### Signal wires by layer

Scale: 2 px per um. Two of the layers only.
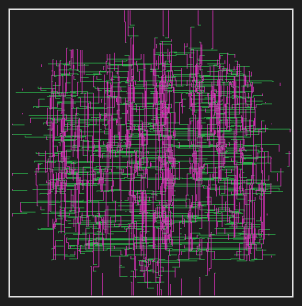
### Pin map

Scale: 3 px per um. Pins as bars across the die edge, other pins in gray.
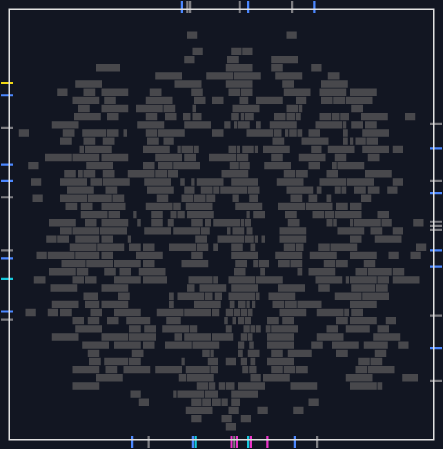
### Cell outlines without signal wires

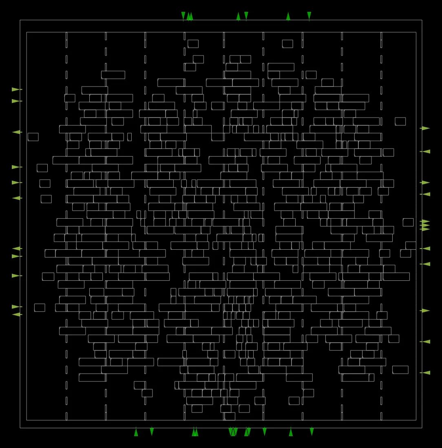
Design ram8, sky130hd; sources not shown.
==> reports/results.ini <==
[run_status]
run_status = complete, but fails checks
violations = max-capacitance violations, max-slew violations

[layout]
synthToLayoutAreaGrowth_pct = 19.32
largest_register_ffs = 128
seqCellArea_mm2 = 0.003528
fin_nets = 513
clock_buffer_count = 24
signal_buffer_area_fraction_pct = 7.283
final_clock_cell_share_pct = 6.972
seqAreaFraction_pct = 46.26
final-instance-count-excl-fill = 737
comb-cell-share_pct = 35.45
final_layout_top_logic_cell = mux2_2
layout-drive-gt1-share_pct = 43.74
lay_top_cells = mux2_2 (143), dfrtp_1 (140), clkdlybuf4s50_1 (39)
layout.comb_gates.multi_input = 259
layout.non_clock_buffers = 67
multi_input_comb_area_mm2 = 0.002704

[worst_setup_path]
worstPathCellList = clkdlybuf4s50_1, buf_2, buf_2, clkbuf_1, a31oi_1, o211ai_1, clkdlybuf4s50_1
cp_num_cells = 7
cp_data_required_time_ps = 3960
worst_path_bufs_invs = 5
critPathMaxStageDelay_ps = 610
critical_path.top_delay_family = buffers and inverters
startpoint_type = primary input
cp-end-kind = primary output
worst_ep_arrival_time_ps = 3740
critical_path_class = primary input to primary output
slowest_stage = clkdlybuf4s50_1

[yosys]
synth.cellmix.simpleShare_pct = 3.660
mux_area_share_pct = 33.27
flop_cell = dfrtp_1
syn-num-nets = 453
synth.top_cells.by_area = dfrtp_1 (55%), mux2_2 (25%), mux4_2 (6.3%)
most_used_standard_cells_in_the_synthesized_netlist = mux2_2 (143), dfrtp_1 (140), mux4_2 (18)
synth-async-reset-ratio_pct = 100.0
netlist.area_leader.share_pct = 54.81
yosys_cells = 430
adder_cell_fraction_of_synth_area_pct = 0.1957
post_synth.cell_area_avg_um2 = 14.87
most_common_cell = mux2_2
yosys.stat.chipArea_mm2 = 0.006392
enable_flop_cells = 0
largest_area_cell = dfrtp_1
post_synth_main_logic_family = multiplexers
post_synth_xor_area_fraction_pct = 0.4110

[place]
place_congestion = 0.7343
place_worst_setup_slack_ps = 186.8

[global_routing]
grt_overflow_total = 0
grt_pass1_wl_um = 23870
grt_pass1_vias = 4134
grt_start_max_net_pins = 81

[flow_run]
maxCapViolCount = 1
stage_log_warnings = 26

[timing]
grt_setup_unrepaired = false
finalClockPeriodUsage_pct = 95.48
finalSetupViolCount = 0
final.setup.tns_ps = 0
timing_hold_violations_final = 0
layout_setup_ws_ps = 223.6
final-max-slew-violation-count = 81
slew_headroom_pct = -34.44

[routing]
drtIter0Drc = 210
antenna_violating_nets_post_route = 0
first_pass_iters = 5
route.vias.total = 3817
drt_drc_violations_left = 0
vias_per_cell = 5.179
route.final.wire_length_um = 15300

[clock_network]
cts.sinks = 141
clock_latency_ps = 420
cts_root_buf = clkbuf_16
clock_tree.buffer_depth = 2
clock_tree.htree_level_count = 4
cts_tree = built

[floorplanning]
die_area_mm2 = 0.02016
floorplan.core_area_mm2 = 0.01858
tapCellCount = 234
ioPinCount = 42

[power_and_ir_drop]
cellLeakagePower_nw = 3.284
power-per-cell-area_mw_per_mm2 = 448.3

[worst_hold_path]
min_path_type = flip-flop to flip-flop
holdPathStages = 1

## Picture notes: 'Signal wires by layer'
met1: shown in green, wire length 6880 um. met2: shown in magenta, wire length 7670 um.
wire length per cell: 20.76 um
aggregate global-route resource usage: 16.14%

## Picture notes: 'Pin map'
`in`: shown in blue, pins 16, direction input, edge 5 west, 5 east, 3 north, 3 south. `address`: shown in cyan, pins 3, direction input, edge 2 south, 1 west. `clk`: shown in yellow, pins 1, direction input, edge west. `wr_count`: shown in magenta, pins 4, direction output, edge south.
All pins by edge: 12 south, 12 east, 11 west, 7 north.
die span in y: 143 um
number of buffers added on ports: 40

## Picture notes: 'Cell outlines without signal wires'
number of standard-cell rows in the floorplan: 50
fill cell instance count of the final layout: 1710

through the flow:
stage                     cell area (um2)  hold slack (ps)  total power [W]
final                                7627            450.8         0.003420
after global routing                 7627            473.4         0.003590
after CTS                            7650            455.1         0.003464
after detailed placement             7118            442.4         0.002311
after global placement               7086            433.8         0.002267
after floorplan                      6392            422.6         0.002029
where the power goes:
group          internal (W)  switching, W
Clock              0.000685      0.000452
Sequential          0.00144      0.000148
Combinational      0.000436      0.000261
Total               0.00256      0.000860
metal layers:
layer | vias up | track usage (%) | part of all wire, %
li1 | 1710 | - | -
met1 | 2032 | 20.51 | 45
met2 | 66 | 27.80 | 50
met3 | 9 | 3.991 | 4.0
met4 | 0 | 4.158 | 0.90
met5 | - | 0 | 0
Power and IR drop assume default switching activity.
